### config.mk
export PLATFORM = sky130hd
export DESIGN_NAME = arf028b032e2r2w0cbbehraa4acw_rd_port_ctl_flat
export DESIGN_NICKNAME = d
export VERILOG_FILES = /design/src/rtl/arf028b032e2r2w0cbbehraa4acw_rd_port_ctl_if.sv /design/src/rtl/arf028b032e2r2w0cbbehraa4acw_rd_port_ctl.sv /design/src/flat_wrapper.sv
export SDC_FILE = /design/constraint.sdc
export NUM_CORES = 1
export LEC_CHECK = 0
export ABC_CLOCK_PERIOD_IN_PS = 2640
export CAP_MARGIN = 40
export CORE_ASPECT_RATIO = 2
export CORE_MARGIN = 2
export CORE_UTILIZATION = 47
export DETAILED_ROUTE_END_ITERATION = 8
export PLACE_DENSITY_LB_ADDON = 0.1
export SYNTH_ARGS = -nofsm -noshare
export SYNTH_HDL_FRONTEND = slang
export SYNTH_SLANG_ARGS = --single-unit
### constraint.sdc
create_clock -name clk -period 2.64 [get_ports clk]
set_input_delay 0.528 -clock clk [delete_from_list [all_inputs] [get_ports clk]]
set_output_delay 0.528 -clock clk [all_outputs]
set_load 0.05 [all_outputs]
### src/rtl/arf028b032e2r2w0cbbehraa4acw_rd_port_ctl_if.sv
// Handshake/bus bundle between a read requester, one register-file array
// read port, the array write port snoop and the response consumer.
// slave  : the read-port controller's view.
// master : the surrounding environment's view.
interface arf028b032e2r2w0cbbehraa4acw_rd_port_ctl_if #(
  parameter int unsigned DWIDTH = 32,
  parameter int unsigned AWIDTH = 5
);
  logic              req_vld;
  logic [AWIDTH-1:0] req_addr;
  logic              req_rdy;

  logic              arr_rden;
  logic [AWIDTH-1:0] arr_addr;
  logic [DWIDTH-1:0] arr_rdata;

  logic              wr_en;
  logic [AWIDTH-1:0] wr_addr;
  logic [DWIDTH-1:0] wr_data;

  logic              rsp_vld;
  logic [DWIDTH-1:0] rsp_data;
  logic              rsp_err;
  logic              rsp_rdy;

  modport slave (
    input  req_vld, req_addr, arr_rdata, wr_en, wr_addr, wr_data, rsp_rdy,
    output req_rdy, arr_rden, arr_addr, rsp_vld, rsp_data, rsp_err
  );

  modport master (
    output req_vld, req_addr, arr_rdata, wr_en, wr_addr, wr_data, rsp_rdy,
    input  req_rdy, arr_rden, arr_addr, rsp_vld, rsp_data, rsp_err
  );
endinterface

### src/rtl/arf028b032e2r2w0cbbehraa4acw_rd_port_ctl.sv
// Read-port controller for the 28 x 32 register-file array.
// Accepts read requests, drives the array read port, captures the array data
// one cycle later and returns responses in order through a 3-entry queue.
// Optional same-cycle write bypass is built when the macro
// ARF028B032E2R2W0CBBEHRAA4ACW_RD_BYPASS_EN is defined; otherwise stage 2
// always returns the array read data.
module arf028b032e2r2w0cbbehraa4acw_rd_port_ctl #(
  parameter int unsigned DWIDTH = 32,
  parameter int unsigned AWIDTH = 5,
  parameter int unsigned DEPTH  = 28
) (
  input  logic clk,
  input  logic rst,
  arf028b032e2r2w0cbbehraa4acw_rd_port_ctl_if.slave bus
);

  localparam int unsigned QDEPTH = 3;
  localparam int unsigned PTR_W  = 2;
  localparam int unsigned CNT_W  = 2;
  localparam int unsigned OCC_W  = 3;

  typedef struct packed {
    logic              err;
    logic [DWIDTH-1:0] data;
  } rsp_t;

  // Stage 1: request accepted last cycle, array data arrives this cycle
  logic              s1_vld;
  logic              s1_err;
`ifdef ARF028B032E2R2W0CBBEHRAA4ACW_RD_BYPASS_EN
  logic              byp_hit;
  logic [DWIDTH-1:0] byp_data;
`endif

  // Output queue
  rsp_t              fifo_mem [QDEPTH];
  logic [PTR_W-1:0]  wr_ptr;
  logic [PTR_W-1:0]  rd_ptr;
  logic [CNT_W-1:0]  fifo_cnt;

  logic              in_range_c;
  logic [OCC_W-1:0]  occ_c;
  logic              req_rdy_c;
  logic              accept_c;
  logic              push_c;
  logic              pop_c;
  logic              rsp_vld_c;
  rsp_t              push_ent_c;
  rsp_t              head_c;

  function automatic logic [PTR_W-1:0] ptr_inc(input logic [PTR_W-1:0] p);
    return (p == PTR_W'(QDEPTH - 1)) ? '0 : p + PTR_W'(1);
  endfunction

  // Acceptance: slots in flight plus queued entries must leave room for one more
  always_comb begin
    in_range_c = (32'(bus.req_addr) < DEPTH);
    occ_c      = OCC_W'(fifo_cnt) + OCC_W'(s1_vld);
    req_rdy_c  = rst & (occ_c < OCC_W'(QDEPTH));
    accept_c   = bus.req_vld & req_rdy_c;
  end

  assign bus.req_rdy  = req_rdy_c;
  assign bus.arr_rden = accept_c & in_range_c;
  assign bus.arr_addr = bus.req_addr;

  // Stage 2: choose the response payload pushed into the queue
  always_comb begin
    push_ent_c = '0;
    push_c     = s1_vld;
    if (s1_err) begin
      push_ent_c.err = 1'b1;
    end
`ifdef ARF028B032E2R2W0CBBEHRAA4ACW_RD_BYPASS_EN
    else if (byp_hit) begin
      push_ent_c.data = byp_data;
    end
`endif
    else begin
      push_ent_c.data = bus.arr_rdata;
    end
  end

  // Queue head presentation and pop qualification
  always_comb begin
    rsp_vld_c = (fifo_cnt != '0);
    head_c    = fifo_mem[rd_ptr];
    pop_c     = rsp_vld_c & bus.rsp_rdy;
  end

  assign bus.rsp_vld  = rsp_vld_c;
  assign bus.rsp_data = rsp_vld_c ? head_c.data : '0;
  assign bus.rsp_err  = rsp_vld_c & head_c.err;

  // Stage-1 register, loaded on each accepted request
  always_ff @(posedge clk) begin
    if (!rst) begin
      s1_vld   <= 1'b0;
      s1_err   <= 1'b0;
`ifdef ARF028B032E2R2W0CBBEHRAA4ACW_RD_BYPASS_EN
      byp_hit  <= 1'b0;
      byp_data <= '0;
`endif
    end else begin
      s1_vld <= accept_c;
      if (accept_c) begin
        s1_err   <= ~in_range_c;
`ifdef ARF028B032E2R2W0CBBEHRAA4ACW_RD_BYPASS_EN
        // Array read this cycle misses a write committing this cycle
        byp_hit  <= bus.wr_en & (bus.wr_addr == bus.req_addr);
        byp_data <= bus.wr_data;
`endif
      end
    end
  end

  // Output queue storage, pointers and occupancy
  always_ff @(posedge clk) begin
    if (!rst) begin
      wr_ptr   <= '0;
      rd_ptr   <= '0;
      fifo_cnt <= '0;
      for (int i = 0; i < int'(QDEPTH); i++) begin
        fifo_mem[i] <= '0;
      end
    end else begin
      if (push_c) begin
        fifo_mem[wr_ptr] <= push_ent_c;
        wr_ptr           <= ptr_inc(wr_ptr);
      end
      if (pop_c) begin
        rd_ptr <= ptr_inc(rd_ptr);
      end
      case ({push_c, pop_c})
        2'b10:   fifo_cnt <= fifo_cnt + CNT_W'(1);
        2'b01:   fifo_cnt <= fifo_cnt - CNT_W'(1);
        default: fifo_cnt <= fifo_cnt;
      endcase
    end
  end

endmodule

### src/flat_wrapper.sv
// flat-port wrapper written by rule: the top's interface ports become plain ports
module arf028b032e2r2w0cbbehraa4acw_rd_port_ctl_flat 
#(
  parameter int unsigned DWIDTH = 32,
  parameter int unsigned AWIDTH = 5,
  parameter int unsigned DEPTH  = 28
)
  (clk, rst, bus_req_vld, bus_req_addr, bus_arr_rdata, bus_wr_en, bus_wr_addr, bus_wr_data, bus_rsp_rdy, bus_req_rdy, bus_arr_rden, bus_arr_addr, bus_rsp_vld, bus_rsp_data, bus_rsp_err);
  arf028b032e2r2w0cbbehraa4acw_rd_port_ctl_if #(.DWIDTH(DWIDTH), .AWIDTH(AWIDTH)) bus_i ();
  input  logic clk;
  input  logic rst;
  input wire logic [$bits(bus_i.req_vld)-1:0] bus_req_vld;
  input wire logic [$bits(bus_i.req_addr)-1:0] bus_req_addr;
  input wire logic [$bits(bus_i.arr_rdata)-1:0] bus_arr_rdata;
  input wire logic [$bits(bus_i.wr_en)-1:0] bus_wr_en;
  input wire logic [$bits(bus_i.wr_addr)-1:0] bus_wr_addr;
  input wire logic [$bits(bus_i.wr_data)-1:0] bus_wr_data;
  input wire logic [$bits(bus_i.rsp_rdy)-1:0] bus_rsp_rdy;
  output wire logic [$bits(bus_i.req_rdy)-1:0] bus_req_rdy;
  output wire logic [$bits(bus_i.arr_rden)-1:0] bus_arr_rden;
  output wire logic [$bits(bus_i.arr_addr)-1:0] bus_arr_addr;
  output wire logic [$bits(bus_i.rsp_vld)-1:0] bus_rsp_vld;
  output wire logic [$bits(bus_i.rsp_data)-1:0] bus_rsp_data;
  output wire logic [$bits(bus_i.rsp_err)-1:0] bus_rsp_err;
  assign bus_i.req_vld = bus_req_vld;
  assign bus_i.req_addr = bus_req_addr;
  assign bus_i.arr_rdata = bus_arr_rdata;
  assign bus_i.wr_en = bus_wr_en;
  assign bus_i.wr_addr = bus_wr_addr;
  assign bus_i.wr_data = bus_wr_data;
  assign bus_i.rsp_rdy = bus_rsp_rdy;
  assign bus_req_rdy = bus_i.req_rdy;
  assign bus_arr_rden = bus_i.arr_rden;
  assign bus_arr_addr = bus_i.arr_addr;
  assign bus_rsp_vld = bus_i.rsp_vld;
  assign bus_rsp_data = bus_i.rsp_data;
  assign bus_rsp_err = bus_i.rsp_err;
  arf028b032e2r2w0cbbehraa4acw_rd_port_ctl #(.DWIDTH(DWIDTH), .AWIDTH(AWIDTH), .DEPTH(DEPTH)) u_core (.clk(clk), .rst(rst), .bus(bus_i));
endmodule
Fig. 1: M1 wires
Scale bar: 20 µm. Cells faint in the background.
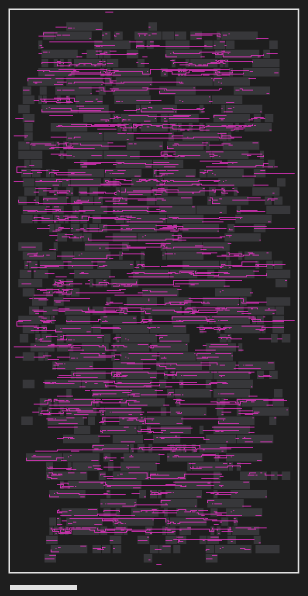
The layer holds 38% of the routed length. 511 nets have wire on it. The longest straight run is 28.5 µm.
WL final: 13100 µm
grt met1 use: 0.234
DR vias: 3780

Fig. 2: layout detail
Scale bar: 5 µm. Window x 54 to 74, y 115 to 135 µm. Cells in gray, sequential cells in the stronger gray; small squares are vias.
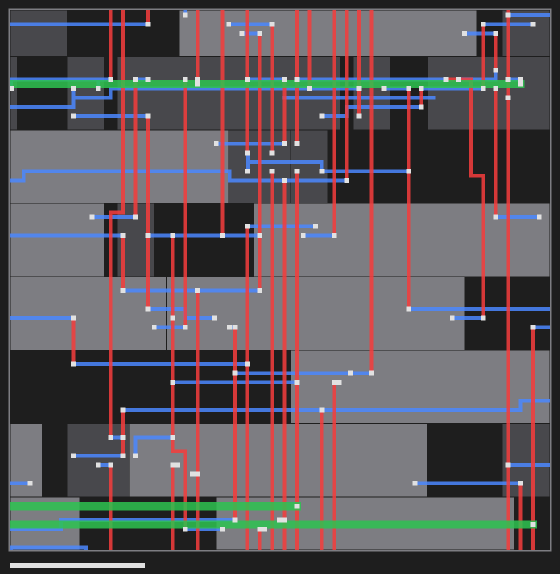
Green shows metal 3. Red shows metal 2. Blue shows metal 1.
Most frequent: edfxtp_1 (8), nor2_1 (3). 17 logic cells have their middle in the window. Netlist names of flops here include u_core.fifo_mem (8). Sequential cells in the window: 8.

Fig. 3: wiring heat map
The die is cut into 17 by 33 equal tiles; white is low, dark blue is high, scaled to the fullest tile. Values are wire area over tile area, all layers added.
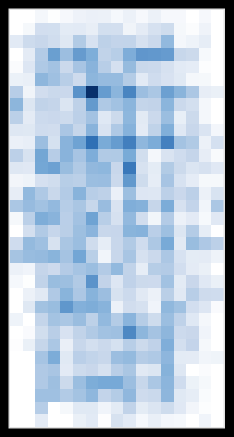
9.1% of the tiles are nearly empty. The fullest tile reaches 0.61. The mean over all tiles is 0.15. 5.2% of the tiles are over half the peak.
GRT Util Overall: 0.200
drt wl/cell: 18.9 µm

==> results.yml <==
# synthesis and place-and-route metrics
pwr:
  clk-power_uw: 2460
  comb_cell_power_uw: 1940
  sequentialPower_uw: 2640
  p_comb_frac: 0.275
  top_power_group: "registers"
  power_uw: 7040
  clkPwrFrac: 0.350
  power_density_nw_per_um2: 895
run_status:
  status: "completed"
clock_tree:
  numCtsBuffers: 17
  cts_max_level: 4
  cts_setup_buffers: 0
  cts_tree: "built"
final_layout:
  fin_cells: 695
  antenna_cells: 0
  design_area_um2: 7870
sta:
  setup_slack_ns: 0.133
  skew_ns: 0.00705
  fmax_mhz: 399
  rsz0062_at_grt: "false"
logic_synthesis:
  most_common_cell: "edfxtp_1"
  ys_ff: 142
  ys_sh_xor: 0.00282
  largest_area_cell: "edfxtp_1"
  synth_cell_types: 28
  ys_chip_area_um2: 6220
  synth.area.mux_share: 0.123
  postSynthSeqShare: 0.669
drt:
  drt_first_pass_iters: 4
  drc: 0
  wl_met1_um: 4930
  drtAntennaViolNets: 0
  wl_met2_um: 7250
floorplan:
  ioPinCount: 120
run:
  warnings: 64
global_routing:
  grt_first_pass_wirelength_um: 21100
placed_design:
  dpl_cell_area_um2: 7230
Fig. 4: routing congestion
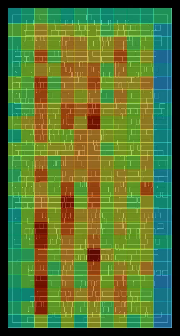
GR peak layer: met2
GR Layer Usage met3: 0.0426
GR Util met2: 0.354
fin util: 0.606

Fig. 5: wiring by layer
Scale bar: 20 µm. Two of the layers only.
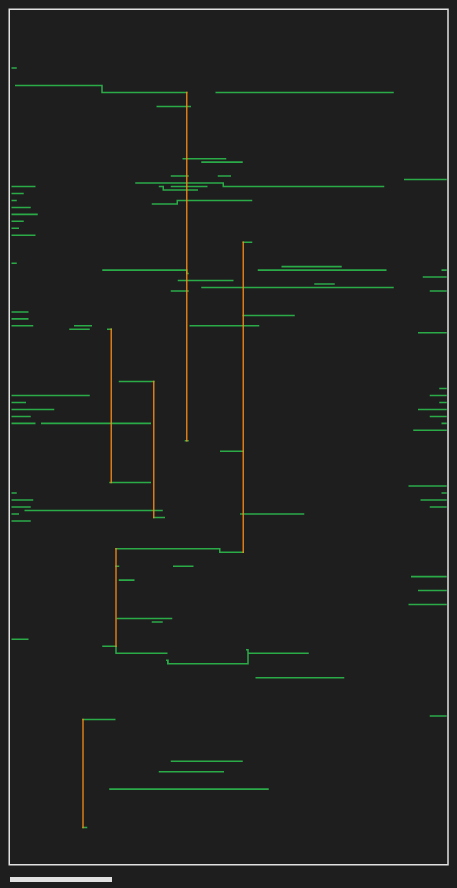
Green shows metal 3, wire length 736 µm. Orange shows metal 4, wire length 225 µm.

-- final timing paths --
check                                                    from                                   to  slack [ns]  cells past startpoint
worst min register to register  u_core.wr_ptr[1]$_SDFFE_PN0P_        u_core.wr_ptr[1]$_SDFFE_PN0P_        0.49                      2
worst max-delay path                 u_core.push_c$_SDFF_PN0_                         bus_arr_rden        0.13                      5
worst min-delay path            u_core.wr_ptr[1]$_SDFFE_PN0P_        u_core.wr_ptr[1]$_SDFFE_PN0P_        0.49                      2
worst max register to register  u_core.wr_ptr[1]$_SDFFE_PN0P_  u_core.fifo_mem[2][2]$_SDFFCE_PN0P_        0.80                      4
-- routing by layer --
metal / vias to the layer above / track usage
met4: 0 / 0.0745
met1: 1912 / 0.234
met5: - / 0
li1: 1718 / -
met3: 16 / 0.0426
met2: 134 / 0.354
-- state kept, by name, summed over array words and instances (netlist names), named ones only --
signal / count
u_core.push_c: 1
u_core.fifo_mem: 132
u_core.wr_ptr: 2
u_core.fifo_cnt: 2
u_core.s1_err: 1
u_core.rd_ptr: 2
-- final cells by class --
class,instances,area [µm²],area share
flip-flops and latches,142,4170,0.530
multi-input cells,234,1790,0.227
repair buffers,97,965,0.123
clock buffers,20,447,0.0568
well taps,152,190,0.0242
clock inverters,12,169,0.0215
inverters,38,143,0.0181
-- cell families after synthesis --
kind of cell | count (synthesis)
XOR/XNOR | 2
AND/OR/NAND/NOR | 186
buffers and inverters | 69
AND-OR/OR-AND | 8
flip-flops | 142
adder cells (fa/ha/maj) | 3
multiplexers | 35
-- worst max-delay path: stages, from the launching register on --
cell,delay (ns)
dfxtp_2,0.36
ha_1,0.21
ha_1,0.32
a2111oi_4,0.34
and2_4,0.21
buf_12,0.13
-- repair_timing --
item                                    CTS  global route
resized                                   2             2
endpoints found under the setup margin    1            10
pin swaps                                 2             0
hold buffers                              0             0
No activity file was given, so power comes from the tool's default toggle rates.
